<file path="src/rtl/vm2002_common_pkg.sv">
// Shared vm2002 types: coin denominations, coin values and dispenser FSM states.
package vm2002_common_pkg;

  typedef enum logic [1:0] {
    NONE    = 2'd0,
    NICKEL  = 2'd1,
    DIME    = 2'd2,
    QUARTER = 2'd3
  } coins_t;

  localparam int unsigned NICKEL_VAL  = 5;
  localparam int unsigned DIME_VAL    = 10;
  localparam int unsigned QUARTER_VAL = 25;

  typedef enum logic [1:0] {
    IDLE,
    SELECT,
    DISPENSE,
    DONE
  } disp_state_t;

  function automatic int unsigned coin_value(coins_t c);
    case (c)
      NICKEL:  return NICKEL_VAL;
      DIME:    return DIME_VAL;
      QUARTER: return QUARTER_VAL;
      default: return 0;
    endcase
  endfunction

endpackage

</file>
<file path="src/rtl/vm2002_coin_select.sv">
// Combinational greedy chooser: largest coin that fits the remaining amount and is in stock.
module vm2002_coin_select
  import vm2002_common_pkg::*;
#(
  parameter int unsigned AMT_W = 8,
  parameter int unsigned INV_W = 8
) (
  input  logic [AMT_W-1:0] remaining,
  input  logic [INV_W-1:0] inv_nickel,
  input  logic [INV_W-1:0] inv_dime,
  input  logic [INV_W-1:0] inv_quarter,
  output coins_t           coin,
  output logic             found
);

  always_comb begin
    coin  = NONE;
    found = 1'b0;
    if (remaining >= AMT_W'(QUARTER_VAL) && inv_quarter != '0) begin
      coin  = QUARTER;
      found = 1'b1;
    end else if (remaining >= AMT_W'(DIME_VAL) && inv_dime != '0) begin
      coin  = DIME;
      found = 1'b1;
    end else if (remaining >= AMT_W'(NICKEL_VAL) && inv_nickel != '0) begin
      coin  = NICKEL;
      found = 1'b1;
    end
  end

endmodule

</file>
<file path="src/rtl/vm2002_change_dispenser.sv">
// vm2002 change-return engine: pays change one coin at a time via a hopper handshake.
// Optional ack-timeout watchdog enabled by defining VM2002_CHANGE_TIMEOUT_EN.
module vm2002_change_dispenser
  import vm2002_common_pkg::*;
#(
  parameter int unsigned AMT_W       = 8,
  parameter int unsigned INV_W       = 8,
  parameter int unsigned ACK_TIMEOUT = 16
) (
  input  logic             clk,
  input  logic             hrst,
  input  logic             change_valid,
  input  logic [AMT_W-1:0] change_amount,
  output logic             change_ready,
  input  logic             load_valid,
  input  coins_t           load_coin,
  input  logic [INV_W-1:0] load_count,
  output logic             dispense_req,
  output coins_t           dispense_coin,
  input  logic             dispense_ack,
  output logic             change_done,
  output logic             change_short,
  output logic [AMT_W-1:0] change_left,
  output logic             hopper_fault,
  output logic [INV_W-1:0] inv_nickel,
  output logic [INV_W-1:0] inv_dime,
  output logic [INV_W-1:0] inv_quarter
);

  disp_state_t      state, state_nx;
  logic [AMT_W-1:0] remaining;
  coins_t           cur_coin;
  coins_t           sel_coin;
  logic             sel_found;
  logic             timeout;

  function automatic logic [INV_W-1:0] sat_add(logic [INV_W-1:0] a, logic [INV_W-1:0] b);
    logic [INV_W:0] s;
    s = {1'b0, a} + {1'b0, b};
    return s[INV_W] ? '1 : s[INV_W-1:0];
  endfunction

  vm2002_coin_select #(
    .AMT_W (AMT_W),
    .INV_W (INV_W)
  ) u_select (
    .remaining   (remaining),
    .inv_nickel  (inv_nickel),
    .inv_dime    (inv_dime),
    .inv_quarter (inv_quarter),
    .coin        (sel_coin),
    .found       (sel_found)
  );

  always_ff @(posedge clk or posedge hrst) begin
    if (hrst) state <= IDLE;
    else      state <= state_nx;
  end

  // Outputs decode straight from the state register so hrst drops req without a clock.
  always_comb begin
    state_nx      = state;
    change_ready  = (state == IDLE);
    dispense_req  = (state == DISPENSE);
    dispense_coin = (state == DISPENSE) ? cur_coin : NONE;
    change_done   = (state == DONE);
    case (state)
      IDLE:     if (change_valid) state_nx = SELECT;
      SELECT:   state_nx = sel_found ? DISPENSE : DONE;
      DISPENSE: begin
        if (dispense_ack) state_nx = SELECT;
        else if (timeout) state_nx = DONE;
      end
      DONE:     state_nx = IDLE;
      default:  state_nx = IDLE;
    endcase
  end

  always_ff @(posedge clk or posedge hrst) begin
    if (hrst) begin
      remaining    <= '0;
      cur_coin     <= NONE;
      inv_nickel   <= '0;
      inv_dime     <= '0;
      inv_quarter  <= '0;
      change_short <= 1'b0;
      change_left  <= '0;
    end else begin
      case (state)
        IDLE: begin
          if (change_valid) begin
            remaining    <= change_amount;
            change_short <= 1'b0;
            change_left  <= '0;
          end
          if (load_valid) begin
            case (load_coin)
              NICKEL:  inv_nickel  <= sat_add(inv_nickel, load_count);
              DIME:    inv_dime    <= sat_add(inv_dime, load_count);
              QUARTER: inv_quarter <= sat_add(inv_quarter, load_count);
              default: ;
            endcase
          end
        end
        SELECT: begin
          if (sel_found) begin
            cur_coin <= sel_coin;
          end else begin
            change_short <= (remaining != '0);
            change_left  <= remaining;
          end
        end
        DISPENSE: begin
          if (dispense_ack) begin
            remaining <= remaining - AMT_W'(coin_value(cur_coin));
            case (cur_coin)
              NICKEL:  inv_nickel  <= inv_nickel - 1'b1;
              DIME:    inv_dime    <= inv_dime - 1'b1;
              QUARTER: inv_quarter <= inv_quarter - 1'b1;
              default: ;
            endcase
          end else if (timeout) begin
            change_short <= 1'b1;
            change_left  <= remaining;
          end
        end
        default: ;
      endcase
    end
  end

`ifdef VM2002_CHANGE_TIMEOUT_EN
  localparam int unsigned TO_W = $clog2(ACK_TIMEOUT + 1);

  logic [TO_W-1:0] to_cnt;
  logic            fault_q;

  // Counter is zero on the first DISPENSE cycle, so req stays up for exactly ACK_TIMEOUT cycles.
  assign timeout = (state == DISPENSE) && !dispense_ack && (to_cnt == TO_W'(ACK_TIMEOUT - 1));

  always_ff @(posedge clk or posedge hrst) begin
    if (hrst) begin
      to_cnt  <= '0;
      fault_q <= 1'b0;
    end else if (state == DISPENSE && !dispense_ack) begin
      to_cnt <= to_cnt + 1'b1;
      if (timeout) fault_q <= 1'b1;
    end else begin
      to_cnt <= '0;
    end
  end

  assign hopper_fault = fault_q;
`else
  assign timeout      = 1'b0;
  assign hopper_fault = 1'b0;
`endif

endmodule

</file>
<file path="config.mk">
export PLATFORM = sky130hd
export DESIGN_NAME = vm2002_change_dispenser
export DESIGN_NICKNAME = d
export VERILOG_FILES = /design/src/rtl/vm2002_common_pkg.sv /design/src/rtl/vm2002_coin_select.sv /design/src/rtl/vm2002_change_dispenser.sv
export SDC_FILE = /design/constraint.sdc
export NUM_CORES = 1
export LEC_CHECK = 0
export CORE_ASPECT_RATIO = 0.6
export CORE_MARGIN = 4
export CORE_UTILIZATION = 46
export CTS_CLUSTER_DIAMETER = 200
export DETAILED_ROUTE_END_ITERATION = 12
export HOLD_SLACK_MARGIN = 0.15
export PLACE_DENSITY = 0.72
export SLEW_MARGIN = 0
export SYNTH_ARGS = -nofsm -noshare
export SYNTH_HDL_FRONTEND = slang
export SYNTH_SLANG_ARGS = --single-unit
export TNS_END_PERCENT = 10
</file>
<file path="constraint.sdc">
create_clock -name clk -period 6 [get_ports clk]
set_clock_uncertainty 0.1 [all_clocks]
set_input_delay 0.9 -clock clk [delete_from_list [all_inputs] [get_ports clk]]
set_output_delay 0.9 -clock clk [all_outputs]
set_load 0.05 [all_outputs]
</file>
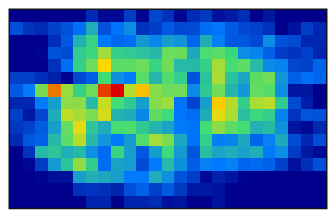
metal_density.png
The die is cut into 25 by 16 equal tiles; dark blue is low, red is high, scaled to the fullest tile. Values are wire area over tile area, all layers added.
emptiest ninth of the die	bottom right
fullest tile	0.70
nearly empty tiles	18%
mean over tiles	0.18
densest ninth of the die	middle
Vias: 3,689
gr usage total: 22.4%
drt wl/cell: 17.9 µm

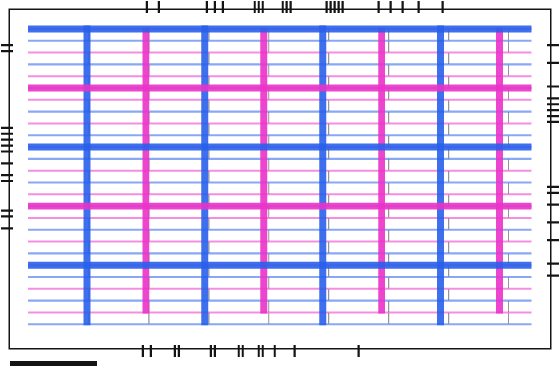
power_grid.png
Bar = 20 µm. Pins as bars on the die edge. Tap cells in gray.
color	net
blue	VSS
magenta	VDD
tap cells	108
met1 rails	26
met5 straps	5
rows	25
met4 straps	8
core area: 7880 µm²
VDD IR max: 280 µV
Die X: 124 µm
die y size: 77.8 µm

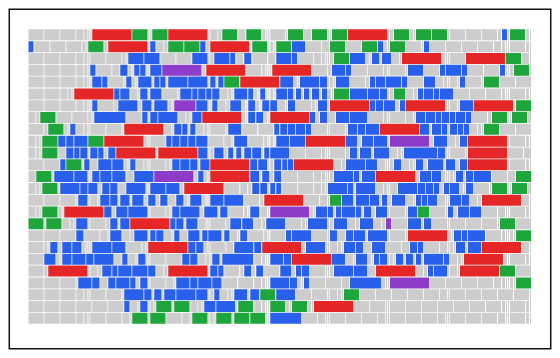
placement_by_type.png
Fill, decap, tap and diode cells in gray.
color	class	cells
purple	clock drivers and dummy loads	7
red	sequential cells	45
blue	combinational and other logic	383
green	remaining buffers and delay cells	63
sequential cell area share: 24.7%
cell area after layout: 4570 µm²
row count: 25

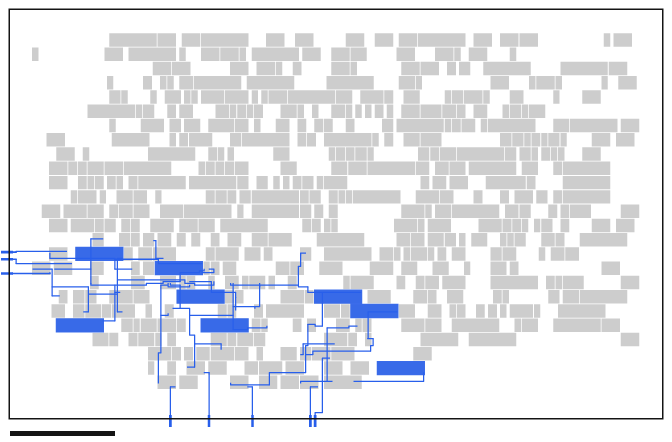
io_fan.png
Bar = 20 µm.
color	port	direction	end cells	wire
blue	inv_nickel	output	8	481 µm
Port Buf Inserts: 60
Ports: 62

==> notes.md <==
yosys + openroad results -> HP Class reg2reg, Setup-failing EPs final 0, Switching Share 53.1%, Via density a little over 6, total global routing overflow 0, Residual DRC 0, Num CTS Buffers 5, PnR Total Power 2.45 mW, CP arrival 2.59 ns, count of plain and timing-repair buffers 63, DRT antenna net count 0, CTS tree built, # Cells Yosys 443, CP Max Fanout 22, Comb gates 352, M2 GR Usage 31.1%, Synth Area in Adders 12.9%, antenna diode count 0, synthesized net count roughly 500, uppermost layer routed met4, Area Overhead vs Synth 22.2%, CP cell instances nand2b_1, buf_4, nor2_1, clkdlybuf4s50_1, Area leader share 30.2%, Final Hold Viols 0, Fill cells 715, synthesis-stage register bit count 45, worst setup path endpoint dispense_coin[1], fraction of area in multi-input gates 53.1%, H-tree Lvls 2, CP delay by family, top buffers and inverters, Max Clk Rate 279 MHz, Slew HR between 30% and 40%, launch point of the worst reg-to-reg path inv_dime[0], Cell Area, Synth 3730 µm², Max-area cell class combinational gates, status completed, pre-CTS setup slack 2.49 ns, cell taking the most area after synthesis dfrtp_1, CP startpoint state[1], Synth cell types about 64, worst setup margin 2.41 ns, Post-synth ARST share 100%, flip-flops with a built-in enable 0, Top Layout Cells clkdlybuf4s50_1, dfrtp_1, o21ai_0
Power and IR drop assume default switching activity.
